<file path="src/rtl/main_fsm_if.sv">
// Control bundle between the multicycle main FSM and the datapath.
// The master side sequences the instruction and the slave side executes it.
interface main_fsm_if;
  logic [1:0] op;
  logic       funct_5;
  logic       funct_0;
  logic       mem_ready;
  logic       ir_w;
  logic       next_pc;
  logic       branch;
  logic       reg_w;
  logic       mem_w;
  logic       adr_src;
  logic       alu_src_a;
  logic [1:0] alu_src_b;
  logic [1:0] result_src;
  logic       alu_op;
  logic [3:0] state;

  modport master (
    input  op, funct_5, funct_0, mem_ready,
    output ir_w, next_pc, branch, reg_w, mem_w,
    output adr_src, alu_src_a, alu_src_b,
    output result_src, alu_op, state
  );

  modport slave (
    output op, funct_5, funct_0, mem_ready,
    input  ir_w, next_pc, branch, reg_w, mem_w,
    input  adr_src, alu_src_a, alu_src_b,
    input  result_src, alu_op, state
  );
endinterface

</file>
<file path="src/rtl/main_fsm.sv">
// Multicycle ARM main controller: sequences one instruction
// over 3-5 cycles and emits raw datapath control strobes.
module main_fsm (
  input  logic       clk,
  input  logic       reset,
  main_fsm_if.master bus
);

  localparam logic [3:0] FETCH    = 4'd0;
  localparam logic [3:0] DECODE   = 4'd1;
  localparam logic [3:0] MEMADR   = 4'd2;
  localparam logic [3:0] MEMREAD  = 4'd3;
  localparam logic [3:0] MEMWB    = 4'd4;
  localparam logic [3:0] MEMWRITE = 4'd5;
  localparam logic [3:0] EXECUTER = 4'd6;
  localparam logic [3:0] EXECUTEI = 4'd7;
  localparam logic [3:0] ALUWB    = 4'd8;
  localparam logic [3:0] BRANCH   = 4'd9;

  logic [3:0] state_q;
  logic [3:0] state_d;

  always_ff @(posedge clk) begin
    if (reset) state_q <= FETCH;
    else       state_q <= state_d;
  end

  always_comb begin
    state_d = FETCH;
    case (state_q)
      FETCH:    state_d = bus.mem_ready ? DECODE : FETCH;
      DECODE: begin
        case (bus.op)
          2'b00:   state_d = bus.funct_5 ? EXECUTEI
                                         : EXECUTER;
          2'b01:   state_d = MEMADR;
          2'b10:   state_d = BRANCH;
          default: state_d = FETCH;
        endcase
      end
      MEMADR:   state_d = bus.funct_0 ? MEMREAD : MEMWRITE;
      MEMREAD:  state_d = bus.mem_ready ? MEMWB : MEMREAD;
      MEMWRITE: state_d = bus.mem_ready ? FETCH : MEMWRITE;
      EXECUTER: state_d = ALUWB;
      EXECUTEI: state_d = ALUWB;
      default:  state_d = FETCH;
    endcase
  end

  // Reset masks everything, including the mem_ready-driven strobes.
  always_comb begin
    bus.ir_w       = 1'b0;
    bus.next_pc    = 1'b0;
    bus.branch     = 1'b0;
    bus.reg_w      = 1'b0;
    bus.mem_w      = 1'b0;
    bus.adr_src    = 1'b0;
    bus.alu_src_a  = 1'b0;
    bus.alu_src_b  = 2'b00;
    bus.result_src = 2'b00;
    bus.alu_op     = 1'b0;
    if (!reset) begin
      case (state_q)
        FETCH: begin
          bus.alu_src_a  = 1'b1;
          bus.alu_src_b  = 2'b10;
          bus.result_src = 2'b10;
          bus.ir_w       = bus.mem_ready;
          bus.next_pc    = bus.mem_ready;
        end
        DECODE: begin
          bus.alu_src_a  = 1'b1;
          bus.alu_src_b  = 2'b10;
          bus.result_src = 2'b10;
        end
        MEMADR:   bus.alu_src_b = 2'b01;
        MEMREAD:  bus.adr_src = 1'b1;
        MEMWB: begin
          bus.result_src = 2'b01;
          bus.reg_w      = 1'b1;
        end
        MEMWRITE: begin
          bus.adr_src = 1'b1;
          bus.mem_w   = 1'b1;
        end
        EXECUTER: bus.alu_op = 1'b1;
        EXECUTEI: begin
          bus.alu_src_b = 2'b01;
          bus.alu_op    = 1'b1;
        end
        ALUWB:    bus.reg_w = 1'b1;
        BRANCH: begin
          bus.alu_src_b  = 2'b01;
          bus.result_src = 2'b10;
          bus.branch     = 1'b1;
        end
        default: ;
      endcase
    end
  end

  assign bus.state = state_q;

endmodule

</file>
<file path="src/flat_wrapper.sv">
// flat-port wrapper written by rule: the top's interface ports become plain ports
module main_fsm_flat 
  (clk, reset, bus_op, bus_funct_5, bus_funct_0, bus_mem_ready, bus_ir_w, bus_next_pc, bus_branch, bus_reg_w, bus_mem_w, bus_adr_src, bus_alu_src_a, bus_alu_src_b, bus_result_src, bus_alu_op, bus_state);
  main_fsm_if bus_i ();
  input  logic clk;
  input  logic reset;
  input wire logic [$bits(bus_i.op)-1:0] bus_op;
  input wire logic [$bits(bus_i.funct_5)-1:0] bus_funct_5;
  input wire logic [$bits(bus_i.funct_0)-1:0] bus_funct_0;
  input wire logic [$bits(bus_i.mem_ready)-1:0] bus_mem_ready;
  output wire logic [$bits(bus_i.ir_w)-1:0] bus_ir_w;
  output wire logic [$bits(bus_i.next_pc)-1:0] bus_next_pc;
  output wire logic [$bits(bus_i.branch)-1:0] bus_branch;
  output wire logic [$bits(bus_i.reg_w)-1:0] bus_reg_w;
  output wire logic [$bits(bus_i.mem_w)-1:0] bus_mem_w;
  output wire logic [$bits(bus_i.adr_src)-1:0] bus_adr_src;
  output wire logic [$bits(bus_i.alu_src_a)-1:0] bus_alu_src_a;
  output wire logic [$bits(bus_i.alu_src_b)-1:0] bus_alu_src_b;
  output wire logic [$bits(bus_i.result_src)-1:0] bus_result_src;
  output wire logic [$bits(bus_i.alu_op)-1:0] bus_alu_op;
  output wire logic [$bits(bus_i.state)-1:0] bus_state;
  assign bus_i.op = bus_op;
  assign bus_i.funct_5 = bus_funct_5;
  assign bus_i.funct_0 = bus_funct_0;
  assign bus_i.mem_ready = bus_mem_ready;
  assign bus_ir_w = bus_i.ir_w;
  assign bus_next_pc = bus_i.next_pc;
  assign bus_branch = bus_i.branch;
  assign bus_reg_w = bus_i.reg_w;
  assign bus_mem_w = bus_i.mem_w;
  assign bus_adr_src = bus_i.adr_src;
  assign bus_alu_src_a = bus_i.alu_src_a;
  assign bus_alu_src_b = bus_i.alu_src_b;
  assign bus_result_src = bus_i.result_src;
  assign bus_alu_op = bus_i.alu_op;
  assign bus_state = bus_i.state;
  main_fsm u_core (.clk(clk), .reset(reset), .bus(bus_i));
endmodule
</file>
<file path="config.mk">
export PLATFORM = sky130hd
export DESIGN_NAME = main_fsm_flat
export DESIGN_NICKNAME = d
export VERILOG_FILES = /design/src/rtl/main_fsm_if.sv /design/src/rtl/main_fsm.sv /design/src/flat_wrapper.sv
export SDC_FILE = /design/constraint.sdc
export NUM_CORES = 1
export LEC_CHECK = 0
export ABC_AREA = 1
export CAP_MARGIN = 40
export CORE_AREA = 2 2 39 41
export DETAILED_ROUTE_END_ITERATION = 7
export DIE_AREA = 0 0 41 43
export PLACE_DENSITY = 0.63
export SYNTH_ARGS = -nofsm -noshare
export SYNTH_HDL_FRONTEND = slang
export SYNTH_SLANG_ARGS = --single-unit
</file>
<file path="constraint.sdc">
create_clock -name clk -period 1.6 [get_ports clk]
set_clock_uncertainty 0.2 [all_clocks]
set_input_delay 0.24 -clock clk [delete_from_list [all_inputs] [get_ports clk]]
set_output_delay 0.24 -clock clk [all_outputs]
set_load 0.02 [all_outputs]
</file>
### Cell sizes after repair

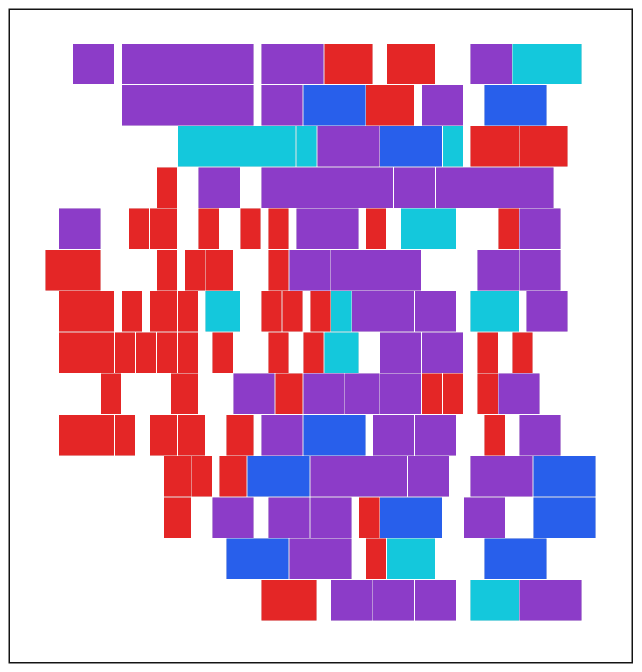
- red: _0 and _1 cells (cells 54; most used nand2_1)
- cyan: _2 cells (cells 11)
- purple: _3 and _4 cells (cells 45; most used buf_4)
- blue: _6 and larger (cells 10; most used buf_6)
final instance area: 943 sq um
non-clock buffer count: 48
P&R area growth vs syn: 138%
worst-case setup margin in the final layout: -0.141 ns

### Clock wiring as the flow saved it

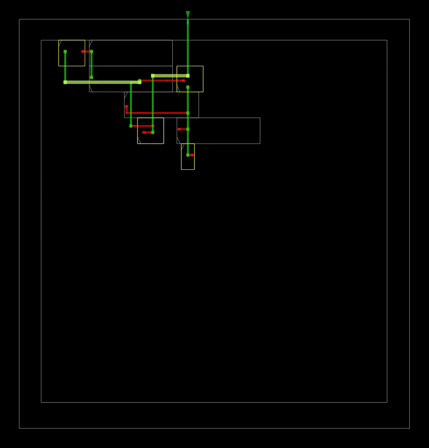
Sink Count: 4
latest clock arrival within the worst-skew pair: 0.24 ns

logic make-up after synthesis:
family	share of synthesized area, %
AOI/OAI and AO/OA	9.46
buffers and inverters	17.0
DFF	20.2
and+or+nand+nor	53.3
Yosys cell counts, drive strengths merged:
library cell / n / area, sq um
nor2: 17 / 83.8
buf: 2 / 15.0
a21oi: 4 / 20.0
o21ai: 1 / 5.00
o211ai: 1 / 12.5
inv: 12 / 45.0
clkinv: 1 / 3.75
nand2: 15 / 56.3
nand3: 11 / 60.1
dfxtp: 4 / 80.1
nor3: 1 / 5.00
nor4: 1 / 6.26
clkbuf: 1 / 3.75
routing by layer:
layer  global-route usage (%)  wire [um]
met1                     19.0        612
met2                     25.0        868
met3                     4.71         59
met4                     4.00         14
met5                        0          0
==> summary.rpt <==
RUN METRICS
----------------------------------------------------
[Outcome]
  Status ........................ finished with violations
  Violations in the final reports ........................ setup timing

[Power]
  Switching share of total power ........................ 36.8%
  Power of the clock network ........................ 134 uW
  Final total power ........................ 564 uW
  Switch Pwr ........................ 207 uW

[Hold path]
  Instance count along the most critical hold path ........................ 3
  Worst hold path class ........................ primary input to flop
  Hold path start ........................ reset

[Die]
  Floorplan die area ........................ 1760 sq um
  Row count ........................ 14
  Io pins ........................ 23

[Drt]
  Vias per std cell ........................ 4.49
  Pre-antenna DRT Iters ........................ 4
  Starting DRC count in detailed routing ........................ 10

[Setup path]
  CP Capture Type ........................ output pin
  Worst R2R End ........................ u_core.bus.state[0]$_SDFF_PP0_
  Crit path DAT ........................ 1.30 ns
  Critical path capture point ........................ bus_result_src[1]
  FF-to-FF Start ........................ u_core.bus.state[2]$_SDFF_PP0_
  Worst-path cell chain ........................ buf_6 > nor2_4 > buf_6 > o21ai_4 > a21oi_2 > buf_4

[STA]
  Worst-case setup margin in the final layout ........................ -0.141 ns
  Number of hold-slack violations in the final timing report ........................ 0
  Final setup TNS ........................ -0.951 ns
  RSZ-0062 raised after global routing ........................ yes
  Actual slew at the worst max-slew pin ........................ 0.220 ns
  Max Slew Vio Count ........................ 0
  Final setup violating endpoints ........................ 10

[Run]
  Tally of max-capacitance violations ........................ 0

[Placed design]
  Sum of net half-perimeters after detailed placement ........................ 959 um
  Post-detailed-placement cell area ........................ 767 sq um
  Input/output buffers ........................ 22
  Final GP Congestion ........................ 0.820

[Clock tree]
  TritonCTS clock tree ........................ done
  Count of hold-fix buffers inserted at cts ........................ 0
  Clock buffer count from CTS ........................ 3
  Deepest clock path buffer count ........................ 2
  Clock Root Buffer ........................ clkbuf_4
  Clock transition at path regs ........................ 0.04 ns

[Layout]
  Multi-input gate area ........................ 337 sq um
  Multi-input combinational cell count ........................ 51
  Sequential cell count ........................ 4
  Flip-flop count of the largest register, all copies and words added ........................ 4
  Biggest cell category by area in the final layout ........................ non-clock buffers
  Most used cells in the layout excluding fill and tap cells ........................ buf_4 (28), nand2_1 (14), buf_6 (10), nor2_1 (9), nand3_1 (9)
  Register area ........................ 92.6 sq um
  Fraction of layout instances using a drive strength above 1 ........................ 55.0%

[Global route]
  Overall fraction of global-route tracks in use ........................ 15.5%

[Logic synthesis]
  Net count of the mapped netlist ........................ 78
  Syn Std Cell Area ........................ 397 sq um

----------------------------------------------------
Power and IR drop assume default switching activity.
